--- src/rtl/alu_pkg.sv ---
// Shared opcode values and handshake FSM states for the sequential ALU core.
package alu_pkg;

   typedef logic [2:0] op_t;

   localparam op_t OP_ADD  = 3'd0;
   localparam op_t OP_SUB  = 3'd1;
   localparam op_t OP_AND  = 3'd2;
   localparam op_t OP_OR   = 3'd3;
   localparam op_t OP_XOR  = 3'd4;
   localparam op_t OP_MULU = 3'd5;
   localparam op_t OP_MULS = 3'd6;
   localparam op_t OP_ILL  = 3'd7;

   typedef enum logic [1:0] {
      IDLE = 2'd0,
      MUL  = 2'd1,
      DONE = 2'd2
   } state_t;

   function automatic logic is_mul_op(input op_t op_code);
      return (op_code == OP_MULU) || (op_code == OP_MULS);
   endfunction

endpackage

--- src/rtl/seq_mul_unit.sv ---
// Iterative shift-add multiplier, one multiplier bit per cycle over a fixed WIDTH-cycle window.
// Signed mode multiplies magnitudes and negates the final product when the operand signs differ.
module seq_mul_unit #(
   parameter int WIDTH = 8
) (
   input  logic                 clk,
   input  logic                 rst,
   input  logic                 start,
   input  logic                 is_signed,
   input  logic [WIDTH-1:0]     a,
   input  logic [WIDTH-1:0]     b,
   output logic                 busy,
   output logic                 done,
   output logic [2*WIDTH-1:0]   product
);

   localparam int CW = $clog2(WIDTH);

   logic [WIDTH-1:0]   mcand_reg;
   logic [2*WIDTH-1:0] p_reg;
   logic [CW-1:0]      count_reg;
   logic               busy_reg;
   logic               neg_reg;

   logic [WIDTH-1:0]   a_mag;
   logic [WIDTH-1:0]   b_mag;
   logic [WIDTH:0]     sum;
   logic [2*WIDTH-1:0] p_next;

   // The magnitude of the most negative value still fits WIDTH bits when read as unsigned.
   always_comb begin
      a_mag = (is_signed && a[WIDTH-1]) ? (-a) : a;
      b_mag = (is_signed && b[WIDTH-1]) ? (-b) : b;
   end

   // Upper half accumulates, lower half holds the not-yet-consumed multiplier bits.
   always_comb begin
      sum     = {1'b0, p_reg[2*WIDTH-1:WIDTH]}
              + (p_reg[0] ? {1'b0, mcand_reg} : {(WIDTH+1){1'b0}});
      p_next  = {sum, p_reg[WIDTH-1:1]};
      product = neg_reg ? (-p_next) : p_next;
      done    = busy_reg && (count_reg == CW'(WIDTH - 1));
      busy    = busy_reg;
   end

   always_ff @(posedge clk) begin
      if (rst) begin
         mcand_reg <= '0;
         p_reg     <= '0;
         count_reg <= '0;
         busy_reg  <= 1'b0;
         neg_reg   <= 1'b0;
      end else if (start && !busy_reg) begin
         mcand_reg <= a_mag;
         p_reg     <= {{WIDTH{1'b0}}, b_mag};
         count_reg <= '0;
         busy_reg  <= 1'b1;
         neg_reg   <= is_signed & (a[WIDTH-1] ^ b[WIDTH-1]);
      end else if (busy_reg) begin
         p_reg     <= p_next;
         count_reg <= count_reg + CW'(1);
         if (done) begin
            busy_reg <= 1'b0;
         end
      end
   end

endmodule

--- src/rtl/seq_alu_core.sv ---
// Clocked ALU with valid/ready handshakes: one-cycle logic/add/sub ops and iterative multiply,
// results and C/V/N/Z/err flags held in output registers until consumed.
module seq_alu_core
   import alu_pkg::*;
#(
   parameter int WIDTH = 8
) (
   input  logic                 clk,
   input  logic                 rst,
   input  logic                 in_valid,
   output logic                 in_ready,
   input  logic [2:0]           op,
   input  logic [WIDTH-1:0]     a,
   input  logic [WIDTH-1:0]     b,
   input  logic                 cin,
   output logic                 out_valid,
   input  logic                 out_ready,
   output logic [2*WIDTH-1:0]   result,
   output logic                 carry,
   output logic                 overflow,
   output logic                 negative,
   output logic                 zero,
   output logic                 err
);

   state_t             state_reg;
   logic               in_ready_reg;
   logic               out_valid_reg;
   logic [2*WIDTH-1:0] result_reg;
   logic               carry_reg;
   logic               overflow_reg;
   logic               negative_reg;
   logic               zero_reg;
   logic               err_reg;
   logic               mul_signed_reg;

   logic [WIDTH-1:0]   b_eff;
   logic [WIDTH:0]     sum_ext;
   logic [WIDTH-1:0]   alu_lo;
   logic               alu_c;
   logic               alu_v;

   logic               mul_start;
   logic               mul_busy;
   logic               mul_done;
   logic [2*WIDTH-1:0] mul_product;
   logic [WIDTH:0]     mul_top;
   logic               mul_v;

   assign in_ready  = in_ready_reg;
   assign out_valid = out_valid_reg;
   assign result    = result_reg;
   assign carry     = carry_reg;
   assign overflow  = overflow_reg;
   assign negative  = negative_reg;
   assign zero      = zero_reg;
   assign err       = err_reg;

   // SUB reuses the adder as a + ~b + cin, so carry out means "no borrow".
   always_comb begin
      b_eff   = (op == OP_SUB) ? ~b : b;
      sum_ext = {1'b0, a} + {1'b0, b_eff} + {{WIDTH{1'b0}}, cin};
      alu_lo  = '0;
      alu_c   = 1'b0;
      alu_v   = 1'b0;
      case (op)
         OP_ADD, OP_SUB: begin
            alu_lo = sum_ext[WIDTH-1:0];
            alu_c  = sum_ext[WIDTH];
            alu_v  = (a[WIDTH-1] == b_eff[WIDTH-1]) && (sum_ext[WIDTH-1] != a[WIDTH-1]);
         end
         OP_AND:  alu_lo = a & b;
         OP_OR:   alu_lo = a | b;
         OP_XOR:  alu_lo = a ^ b;
         default: alu_lo = '0;
      endcase
   end

   // A signed product fits WIDTH bits only if its top WIDTH+1 bits are pure sign extension.
   always_comb begin
      mul_top = mul_product[2*WIDTH-1:WIDTH-1];
      if (mul_signed_reg) begin
         mul_v = !((&mul_top) || !(|mul_top));
      end else begin
         mul_v = |mul_product[2*WIDTH-1:WIDTH];
      end
   end

   assign mul_start = in_valid && in_ready_reg && is_mul_op(op);

   seq_mul_unit #(
      .WIDTH(WIDTH)
   ) u_mul (
      .clk       (clk),
      .rst       (rst),
      .start     (mul_start),
      .is_signed (op == OP_MULS),
      .a         (a),
      .b         (b),
      .busy      (mul_busy),
      .done      (mul_done),
      .product   (mul_product)
   );

   always_ff @(posedge clk) begin
      if (rst) begin
         state_reg      <= IDLE;
         in_ready_reg   <= 1'b1;
         out_valid_reg  <= 1'b0;
         result_reg     <= '0;
         carry_reg      <= 1'b0;
         overflow_reg   <= 1'b0;
         negative_reg   <= 1'b0;
         zero_reg       <= 1'b0;
         err_reg        <= 1'b0;
         mul_signed_reg <= 1'b0;
      end else begin
         case (state_reg)
            IDLE: begin
               if (in_valid) begin
                  in_ready_reg   <= 1'b0;
                  mul_signed_reg <= (op == OP_MULS);
                  if (is_mul_op(op)) begin
                     state_reg <= MUL;
                  end else begin
                     state_reg     <= DONE;
                     out_valid_reg <= 1'b1;
                     result_reg    <= {{WIDTH{1'b0}}, alu_lo};
                     carry_reg     <= alu_c;
                     overflow_reg  <= alu_v;
                     negative_reg  <= alu_lo[WIDTH-1];
                     zero_reg      <= (alu_lo == '0);
                     err_reg       <= (op == OP_ILL);
                  end
               end
            end
            MUL: begin
               if (mul_done) begin
                  state_reg     <= DONE;
                  out_valid_reg <= 1'b1;
                  result_reg    <= mul_product;
                  carry_reg     <= 1'b0;
                  overflow_reg  <= mul_v;
                  negative_reg  <= mul_product[2*WIDTH-1];
                  zero_reg      <= (mul_product == '0);
                  err_reg       <= 1'b0;
               end else if (!mul_busy) begin
                  // Multiplier idle without a completion: recover rather than wait forever.
                  state_reg    <= IDLE;
                  in_ready_reg <= 1'b1;
               end
            end
            DONE: begin
               if (out_ready) begin
                  state_reg     <= IDLE;
                  out_valid_reg <= 1'b0;
                  in_ready_reg  <= 1'b1;
               end
            end
            default: begin
               state_reg     <= IDLE;
               in_ready_reg  <= 1'b1;
               out_valid_reg <= 1'b0;
            end
         endcase
      end
   end

endmodule

--- config.mk ---
export PLATFORM = sky130hd
export DESIGN_NAME = seq_alu_core
export DESIGN_NICKNAME = d
export VERILOG_FILES = /design/src/rtl/alu_pkg.sv /design/src/rtl/seq_mul_unit.sv /design/src/rtl/seq_alu_core.sv
export SDC_FILE = /design/constraint.sdc
export NUM_CORES = 1
export LEC_CHECK = 0
export CORE_ASPECT_RATIO = 0.75
export CORE_MARGIN = 2
export CORE_UTILIZATION = 45
export DETAILED_ROUTE_END_ITERATION = 7
export PLACE_DENSITY = 0.76
export RECOVER_POWER = 25
export SYNTH_ARGS = -nofsm -noshare
export SYNTH_HDL_FRONTEND = slang
export SYNTH_SLANG_ARGS = --single-unit
--- constraint.sdc ---
create_clock -name clk -period 5.3 [get_ports clk]
set_input_delay 1.06 -clock clk [delete_from_list [all_inputs] [get_ports clk]]
set_output_delay 1.06 -clock clk [all_outputs]
set_load 0.01 [all_outputs]
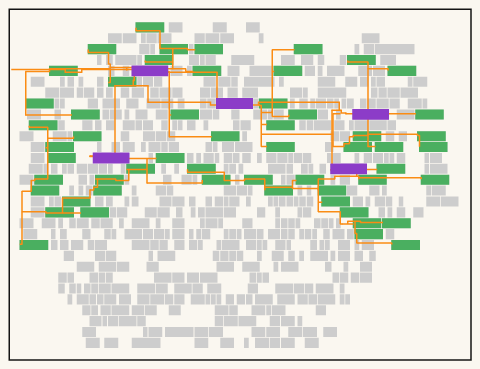
**Above:** clock wires, drivers and flops.
Drawn at 4 px/um.
Key: cells driving clock nets = purple [count 5]; flip-flops = green [count 55]; clock wires = orange [length 703 um]
There are 6 routed clock nets.

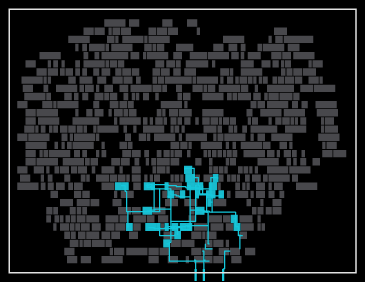
**Above:** port wiring.
Drawn at 3 px/um.
Key: `op` = cyan [direction input, edge south, end cells 32, buffers 6, wire 332 um]
Port Buffer Count: 46
I/O Pins: 47

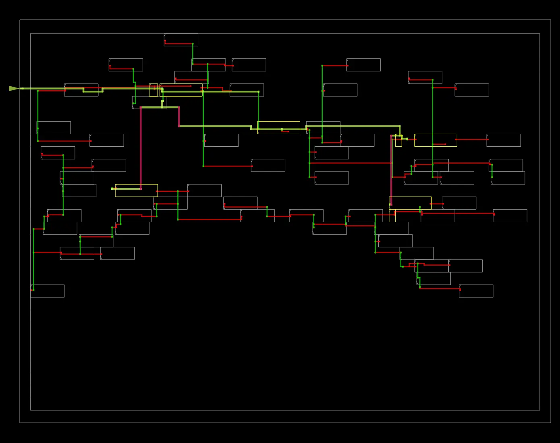
**Above:** clock nets.
clock buffers: 7
CTS sink count: 55
Late-Pin Clk Latency: 300 ps

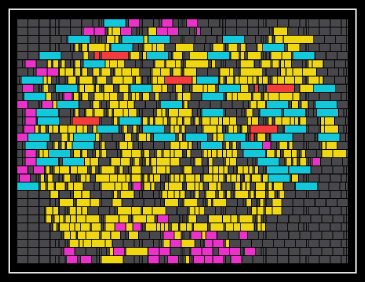
**Above:** cells colored by class.
Drawn at 3 px/um. Fill, decap, tap and diode cells in gray.
Key: other buffers and delay cells = magenta [cells 55, share of their area 11%]; all other logic = yellow [cells 445, share of their area 63%]; clock drivers and dummy loads = red [cells 8, share of their area 2.9%]; flip-flops = cyan [cells 55, share of their area 23%]
flop share of the area: 22.7%
row count: 30

==> deck_impl_summary.md <==
Physical Implementation Snapshot

Global route
  • Vias in the first global route: 3,734
  • Global-route usage over all layers: 24.4%
  • Largest net degree at the start of global routing: 44
  • Initial antenna violation count: 0
  • First-pass GRT wire length: 19.2 mm

Status
  • Status: finished with violations
  • Failing checks: max-capacitance violations, max-slew violations

Logic synthesis
  • Mean Syn Cell Area: 7.87 um^2
  • Cell Type Count: 55
  • Main kind of combinational logic by area: AND-OR/OR-AND gates
  • Yosys stat chip area: 4160 um^2
  • Synthesized Nets: 592
  • Top cells by count, synth: nor2_1 (70), dfxtp_1 (55), a21oi_1 (50)
  • Area share, top type: 26.4%
  • Yosys Warn Count: 0
  • Mux frac, synth: 1.92%
  • Cell taking the most area after synthesis: dfxtp_1
  • Seq share, synth: 26.4%
  • Syn Inst Count: 529
  • Ys flops: 55
  • Yosys top cell by instances: nor2_1
  • Adder share: 12.3%
  • Flip-flops with a built-in enable: 0

Layout
  • Most frequent cells in the layout: nor2_1 (70), dfxtp_1 (55), a21oi_1 (50)
  • Antenna diodes: 0
  • Layout cell share with drive strength beyond 1: 4.26%

Timing
  • RSZ-0062 raised after global routing: false
  • Period minus WS final: 4150 ps
  • Period utilization: 78.3%
  • Fmax: 241 MHz
  • Count of pins over their slew limit: 44
  • # setup viols final: 0
  • TNS Setup: 0 ps
  • Max_slew headroom: -28.5%
  • Worst-Margin Slew: 1930 ps
  • Final Hold Fails: 0

Worst hold path
  • Hold_sp: err$_SDFFE_PP0P_
  • Hold depth: 2
  • Class of the worst hold path: register to register

Clock network
  • CTS Buffer Depth: 2
  • Post CTS Setup Buffer Count: 0
  • Clock Tree Root: clkbuf_16
  • CTS tree: yes
  • Resized cells post-CTS: 0

Pwr
  • Comb power frac: 27.3%
  • Comb power: 0.291 mW
  • Peak supply drop: 0.151 mV
  • Internal: 0.728 mW
  • Max power group: registers
  • Seq group: 0.448 mW
  • Power Clock: 0.326 mW
  • Sequential power share: 42.1%
  • Power per standard cell area: 219 nW/um^2
  • Clock Power Share: 30.6%

Floorplan
  • Die X: 115 um
  • Placeable Area: 9010 um^2
  • Chip Area: 10,000 um^2
  • Fp util: 46.2%

Setup path
  • CP startpoint kind: input pin
  • CP cell instances: clkdlybuf4s50_1 > buf_4 > nor2_1 > buf_4 > and2_1 > xnor2_1 > fa_1 > inv_1 > fa_1 > a21o_1 > a21oi_1 > o21ai_0 > a21oi_1 > xnor2_1 > a21oi_1 > a211o_1 > a21oi_1
  • Worst path buffer plus inverter count: 4
  • CP Class: input pin to register
  • Critical R2R Launch: u_mul.p_reg[0]$_SDFFE_PP0P_
  • Worst-path fanout max: 13
  • Critical path depth in cells: 17
  • CP endpoint: result[6]$_SDFFE_PP0P_
  • FF-to-FF setup slack: 1640 ps
  • WP data arrival: 4350 ps
  • CP max stage cell: clkdlybuf4s50_1
  • Crit path max-delay family: AND-OR/OR-AND gates
  • Worst setup EP type: register
  • CP startpoint: op[1]
  • Cells on worst reg2reg path: 11

Detailed routing
  • Total number of vias: 4,064
  • Remaining antenna violation count: 0
  • Total iterations of the first detailed-routing run: 5
  • Avg WL per Cell: 17.7 um
  • Remaining DRCs: 0

Job
  • Max-cap viol count: 1

Placement
  • Post-DP HPWL: 9.14 mm
-- metrics by stage --
step	instances	power (mW)	util, %	setup WS, ps
2_1_floorplan	529	0.644	-	1060
3_3_place_gp	667	0.738	52.5	942
3_5_place_dp	667	0.743	52.5	905
4_1_cts	675	1.06	54.0	1190
5_1_grt	675	1.11	54.0	812
6_report	675	1.07	54.0	1150
-- layer usage --
layer | share of wire (%) | wire length (um) | track usage [%]
met1 | 48 | 5760 | 36.2
met3 | 7.4 | 888 | 5.29
met5 | 0 | 0 | 0
met2 | 43 | 5150 | 36.0
met4 | 1.4 | 172 | 5.26
-- final cells by class --
class	count	area, um^2
Tap cell	112	140
Inverter	31	116
Clock inverter	1	5.00
Timing Repair Buffer	55	524
Fill cell	856	4150
Sequential cell	55	1100
Clock buffer	7	133
Multi-Input combinational cell	414	2840
Power and IR drop assume default switching activity.
